File: src/rtl/h14tx_island_scheduler.sv
// HDMI data-island scheduler: places preamble, guards and round-robin packet
// slots inside horizontal blanking, one cycle behind the cursor x.
module h14tx_island_scheduler #(
  parameter int BitWidth     = 11,
  parameter int NumSources   = 4,
  parameter int IslandStartX = 1292,
  parameter int WindowEndX   = 1640,
  parameter int MaxPackets   = 2
) (
  input  logic                          clk,
  input  logic                          rst,
  input  logic [BitWidth-1:0]           x,
  input  logic [NumSources-1:0]         req,
  output logic [NumSources-1:0]         grant,
  output logic [$clog2(NumSources)-1:0] src_sel,
  output logic [4:0]                    pkt_clk,
  output logic [2:0]                    phase,
  output logic                          busy
);

  localparam int SelW = $clog2(NumSources);
  localparam int NpkW = $clog2(MaxPackets + 1);
  localparam logic [BitWidth-1:0] StartX = BitWidth'(IslandStartX);
  localparam logic [NpkW-1:0] MaxNpk = NpkW'(MaxPackets);

  if (IslandStartX + 8 + 2 + 32 + 2 > WindowEndX) begin : g_chk_window
    $error("island does not fit between IslandStartX and WindowEndX");
  end
  if (NumSources < 2) begin : g_chk_sources
    $error("NumSources must be at least 2");
  end
  if (MaxPackets < 1 || MaxPackets > 18) begin : g_chk_packets
    $error("MaxPackets must be in 1..18");
  end

  // Encoding doubles as the phase output value.
  typedef enum logic [2:0] {
    IDLE     = 3'd0,
    PREAMBLE = 3'd1,
    LGUARD   = 3'd2,
    PACKET   = 3'd3,
    TGUARD   = 3'd4
  } state_t;

  state_t                r_state, w_state_next;
  logic [5:0]            r_cnt, w_cnt_next;
  logic [4:0]            r_pkt_clk, w_pkt_next;
  logic [NpkW-1:0]       r_npk, w_npk_next;
  logic [NumSources-1:0] r_grant, w_grant_next;
  logic [SelW-1:0]       r_src_sel, w_sel_next;
  logic [SelW-1:0]       r_ptr, w_ptr_next;
  logic                  r_real, w_real_next;
  logic                  r_busy;

  logic [NumSources-1:0] w_mask, w_cand;
  logic                  w_found;
  logic [SelW-1:0]       w_win;
  logic                  w_fits;
  logic                  w_arb;

  // The slot just granted goes to the back of the line for a continuation.
  always_comb begin
    w_mask = '0;
    if (r_state == PACKET && r_real) begin
      w_mask = NumSources'(1) << r_src_sel;
    end
    w_cand  = req & ~w_mask;
    w_found = 1'b0;
    w_win   = r_ptr;
    for (int i = 1; i <= NumSources; i++) begin
      if (!w_found && w_cand[SelW'((int'(r_ptr) + i) % NumSources)]) begin
        w_found = 1'b1;
        w_win   = SelW'((int'(r_ptr) + i) % NumSources);
      end
    end
  end

  // x here is the first pixel of the would-be next slot; slot plus trailing guard must fit.
  assign w_fits = (32'(x) + 32'd34) <= 32'(WindowEndX);

  always_comb begin
    w_state_next = r_state;
    w_cnt_next   = r_cnt;
    w_pkt_next   = r_pkt_clk;
    w_npk_next   = r_npk;
    w_grant_next = '0;
    w_sel_next   = r_src_sel;
    w_ptr_next   = r_ptr;
    w_real_next  = r_real;
    w_arb        = 1'b0;
    case (r_state)
      IDLE: begin
        if (x == StartX && |req) begin
          w_state_next = PREAMBLE;
          w_cnt_next   = 6'd7;
          w_npk_next   = '0;
          w_pkt_next   = '0;
        end
      end
      PREAMBLE: begin
        if (r_cnt == 6'd0) begin
          w_state_next = LGUARD;
          w_cnt_next   = 6'd1;
        end else begin
          w_cnt_next = r_cnt - 6'd1;
        end
      end
      LGUARD: begin
        if (r_cnt == 6'd0) begin
          w_state_next = PACKET;
          w_arb        = 1'b1;
        end else begin
          w_cnt_next = r_cnt - 6'd1;
        end
      end
      PACKET: begin
        if (r_pkt_clk == 5'd31) begin
          if (w_found && r_npk < MaxNpk && w_fits) begin
            w_arb = 1'b1;
          end else begin
            w_state_next = TGUARD;
            w_cnt_next   = 6'd1;
            w_pkt_next   = '0;
          end
        end else begin
          w_pkt_next = r_pkt_clk + 5'd1;
        end
      end
      TGUARD: begin
        if (r_cnt == 6'd0) begin
          w_state_next = IDLE;
        end else begin
          w_cnt_next = r_cnt - 6'd1;
        end
      end
      default: w_state_next = IDLE;
    endcase

    // With no requester left the slot still goes out as a null packet.
    if (w_arb) begin
      w_pkt_next = '0;
      w_npk_next = r_npk + NpkW'(1);
      if (w_found) begin
        w_grant_next = NumSources'(1) << w_win;
        w_sel_next   = w_win;
        w_ptr_next   = w_win;
        w_real_next  = 1'b1;
      end else begin
        w_sel_next  = r_ptr;
        w_real_next = 1'b0;
      end
    end
  end

  always_ff @(posedge clk or posedge rst) begin
    if (rst) begin
      r_state   <= IDLE;
      r_cnt     <= '0;
      r_pkt_clk <= '0;
      r_npk     <= '0;
      r_grant   <= '0;
      r_src_sel <= '0;
      r_ptr     <= SelW'(NumSources - 1);
      r_real    <= 1'b0;
      r_busy    <= 1'b0;
    end else begin
      r_state   <= w_state_next;
      r_cnt     <= w_cnt_next;
      r_pkt_clk <= w_pkt_next;
      r_npk     <= w_npk_next;
      r_grant   <= w_grant_next;
      r_src_sel <= w_sel_next;
      r_ptr     <= w_ptr_next;
      r_real    <= w_real_next;
      r_busy    <= (w_state_next != IDLE);
    end
  end

  assign grant   = r_grant;
  assign src_sel = r_src_sel;
  assign pkt_clk = r_pkt_clk;
  assign phase   = r_state;
  assign busy    = r_busy;

endmodule

File: config.mk
export PLATFORM = sky130hd
export DESIGN_NAME = h14tx_island_scheduler
export DESIGN_NICKNAME = d
export VERILOG_FILES = /design/src/rtl/h14tx_island_scheduler.sv
export SDC_FILE = /design/constraint.sdc
export NUM_CORES = 1
export LEC_CHECK = 0
export ABC_AREA = 1
export CORE_AREA = 4 4 69 71
export DETAILED_ROUTE_END_ITERATION = 7
export DIE_AREA = 0 0 73 75
export PLACE_DENSITY = 0.78
export SETUP_SLACK_MARGIN = 0.15
export SLEW_MARGIN = 20
export SYNTH_ARGS = -nofsm -noshare
export SYNTH_HDL_FRONTEND = slang
export SYNTH_SLANG_ARGS = --single-unit
export TNS_END_PERCENT = 100
File: constraint.sdc
create_clock -name clk -period 1.8 [get_ports clk]
set_clock_uncertainty 0.1 [all_clocks]
set_input_delay 0.36 -clock clk [delete_from_list [all_inputs] [get_ports clk]]
set_output_delay 0.36 -clock clk [all_outputs]
set_load 0.05 [all_outputs]
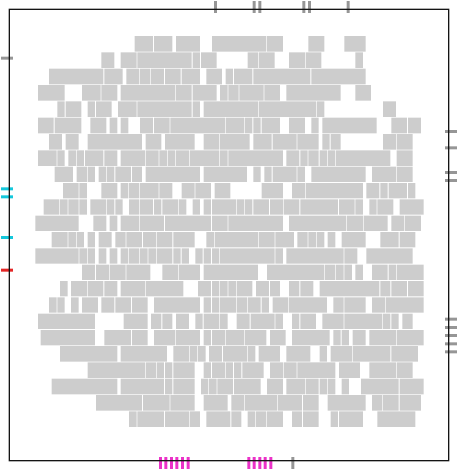
io_placement.png
(6 px per um) Pins as bars across the die edge, other pins in grey.
[cyan] `phase` | pins: 3 | direction: output | edge: west
[magenta] `x` | pins: 11 | direction: input | edge: south
[red] `busy` | pins: 1 | direction: output | edge: west
number of buffer cells added on primary ports: 31
overall die height: 75 um
overall die width: 73 um

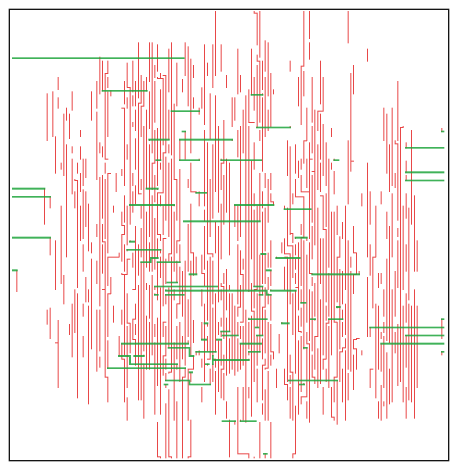
wires.png
(6 px per um) Only two layers are drawn.
[red] metal 2 | wire length: 3960 um
[green] metal 3 | wire length: 336 um

==> run notes <==
Main metrics from the flow reports.

The area of the die is 5480 sq um. The count of nets left with antenna violations after detail routing came out at 0. The DRC violation total left in the routed layout is recorded as 0. The final critical-path setup slack is -0.293 ns. The pin closest to its max-slew limit shows a slew of around 0.44 ns.

In this run the worst setup path terminates at r_npk[0]. The fraction of post-synthesis cell area in the top cell type by area came out at 0.307. The first-pass GRT wire length came out at 10.4 mm. TritonCTS built the clock tree. The number of cells on the worst reg-to-reg path came out at 13.

The category of the most critical setup path is reg2reg. The flow ran to the end, but the final reports show violations. The final-report hold violation count is 0. Once layout is complete, the utilization of the core stands at 0.803. The top-level port count is 32.

CTS built an H-tree with a depth of 1. The warning total across the stage logs is 30. For this run, asynchronously set or reset flops after synthesis account for 1.00. The final reports fail on negative setup slack.

Summed over all instances, the cell type with the most area after synthesis is sky130_fd_sc_hd__dfrtp_1. The cell area after placement came out at 2790 sq um. The flow measured a signed area growth from synthesis to layout of 73.5%. The fraction of the mapped netlist area in compound gates is 0.105. The area of the multi-input gates came out at 1600 sq um. Counting flops and latches in the post-synthesis netlist gives 26.

The end of the worst register-to-register path is r_npk[0]. The launching instance or port of the critical path is src_sel[1]. The post-synthesis adder-cell area fraction is 0.0319. Summing all flip-flop and latch instances after layout gives 662 sq um. STA reports the tightest min-delay check as being of type in2async.

The clock-pin slew reported for the worst setup and hold paths after clock tree synthesis came out at 0.10 ns. Sorting the synthesized cells by area gives the leading types as sky130_fd_sc_hd__dfrtp_1 (31%), sky130_fd_sc_hd__nand2_1 (14%), sky130_fd_sc_hd__nand3_1 (9.2%). Per the detail_route report, vias per standard cell equal between 5 and 6. The highest-count logic cell in the final layout is sky130_fd_sc_hd__buf_4. In this run, post-CTS hold repair placed 0 buffers. The total routing resource utilization after global routing came out at 0.238. The count of max-cap constraint violations is 0. The post-synth net total is 302.

The launch point of the worst register-to-register path is recorded as src_sel[1]. The final-report max-slew violation count came out at 0. The number of cells in the yosys synthesis report came out at 280. Entering global routing, the biggest net connects 27 pins. The violation tally recorded at the end of detailed-routing iteration 0 is 123. The number of antenna repair diodes is 0. The minimum clock period is 2.09 ns. The relative max-transition margin is 0.705. Yosys shows that the main logic family after synthesis is simple AND/OR/NAND/NOR gates.

The final layout contains routed wiring with a total length of 7.14 mm. In this run the cell area of the synthesized design comes to 1960 sq um. STA classifies the critical path endpoint as a flip-flop. The post-synthesis share of cell area spent on xor and xnor gates is 0.0396. The peak fanout along the critical path came out at 5. The floorplan step records an initial core utilization of 0.463. The share of the clock period used by the worst path after layout came out at 1.16.

The pre-CTS setup slack came out at -0.815 ns. The final cell area excluding filler cells came out at 3400 sq um. The average routed wire per standard cell came out at about 17 um. At the later pin of the worst-skew pair, clock insertion delay measures roughly 0.27 ns. Ranked by instance count, the synthesized netlist is headed by sky130_fd_sc_hd__nand2_1 (72), sky130_fd_sc_hd__inv_1 (38), sky130_fd_sc_hd__nand3_1 (36), sky130_fd_sc_hd__nor2_1 (31), sky130_fd_sc_hd__dfrtp_1 (24). The synthesis stats list as the most numerous cell sky130_fd_sc_hd__nand2_1. The post-layout total power is between 0.0015 and 0.002 W. In the layout the commonest cells are sky130_fd_sc_hd__buf_4 (67), sky130_fd_sc_hd__nand2_1 (51), sky130_fd_sc_hd__inv_1 (25), sky130_fd_sc_hd__nor2_1 (22), sky130_fd_sc_hd__nand2_2 (22). The fmax came out at 478 MHz. The clock net in this run drives a total of 26 sinks. The prevailing post-synth register cell is sky130_fd_sc_hd__dfrtp_1. The number of optimization iterations in the first detailed-route pass is 4. The simple-gate share of the synthesized area came out at 0.398. The count of filler cells inserted in the layout is 249. In the final timing run, aggregate negative setup slack is -5.51 ns.

Per the TritonCTS log, the buffer count is 3. The maximum clock path buffer count came out at 2. The number of failing setup endpoints in the final timing report is 23.

The leakage component of the power was reported as around 1.7 nW. The number of warnings reported in the yosys synthesis log is 0. The routability congestion estimate is 0.916. Clock tree synthesis selected as its root buffer the cell sky130_fd_sc_hd__clkbuf_8. The final hold slack came out at 0.337 ns.

In this run the VDD rail shows a maximum IR drop of around 700 uV. The via count of the first global-routing pass is 2329. The sequential fraction of the synthesis area came out at 0.333.
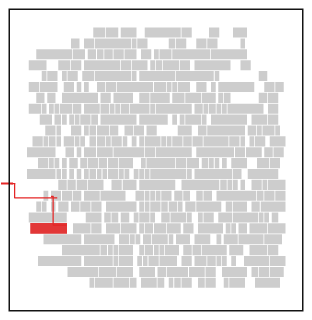
io_fan.png
(4 px per um)
[red] `busy` | direction: output | end cells: 1 | buffers: 1 | wire: 25.7 um

-- critical path: stages (launching register included) --
cell	delay, ns
sky130_fd_sc_hd__dfrtp_2	0.43
sky130_fd_sc_hd__inv_1	0.08
sky130_fd_sc_hd__nor2_1	0.21
sky130_fd_sc_hd__nand3_4	0.12
sky130_fd_sc_hd__nand3_2	0.10
sky130_fd_sc_hd__nand2_1	0.06
sky130_fd_sc_hd__nand2_2	0.08
sky130_fd_sc_hd__nand2_2	0.11
sky130_fd_sc_hd__inv_4	0.08
sky130_fd_sc_hd__nand4_4	0.14
sky130_fd_sc_hd__nand4_4	0.18
sky130_fd_sc_hd__buf_6	0.13
sky130_fd_sc_hd__nand4_1	0.11
sky130_fd_sc_hd__nand2_1	0.10
-- layer usage --
metal / GRT usage / vias to the layer above / routed length, um
li1: - / 1101 / -
met1: 0.271 / 1155 / 2540
met2: 0.460 / 113 / 3960
met3: 0.0334 / 40 / 335
met4: 0.0635 / 0 / 301
met5: 0 / - / 0
-- registers in the layout (all words and copies together) (netlist names) --
signal and cells:
grant 4, r_npk 2, r_ptr 2, pkt_clk 5, busy 1, src_sel 2, phase 3, r_cnt 6
r_real 1
-- final cells by class --
type	instances	share of cell area
clock buffer	3	0.0121
clock inverter	1	0.00883
inverter	41	0.0504
multi-input combinational	212	0.470
sequential	26	0.195
tap	52	0.0191
timing repair buffer	94	0.244
-- repair_timing --
| item | in CTS | in global routing |
|---|---|---|
| cloned | 2 | 0 |
| gates resized | 49 | 89 |
| setup buffers | 7 | 5 |
| pin swaps | 28 | 36 |
| setup endpoints to repair | 26 | 26 |
-- power breakdown --
| part | switching (W) | internal (W) |
|---|---|---|
| Clock | 0.000199 | 0.000298 |
| Sequential | 0.0000403 | 0.000632 |
| Combinational | 0.000282 | 0.000248 |
| Total | 0.000522 | 0.00118 |
Power and IR drop assume default switching activity.
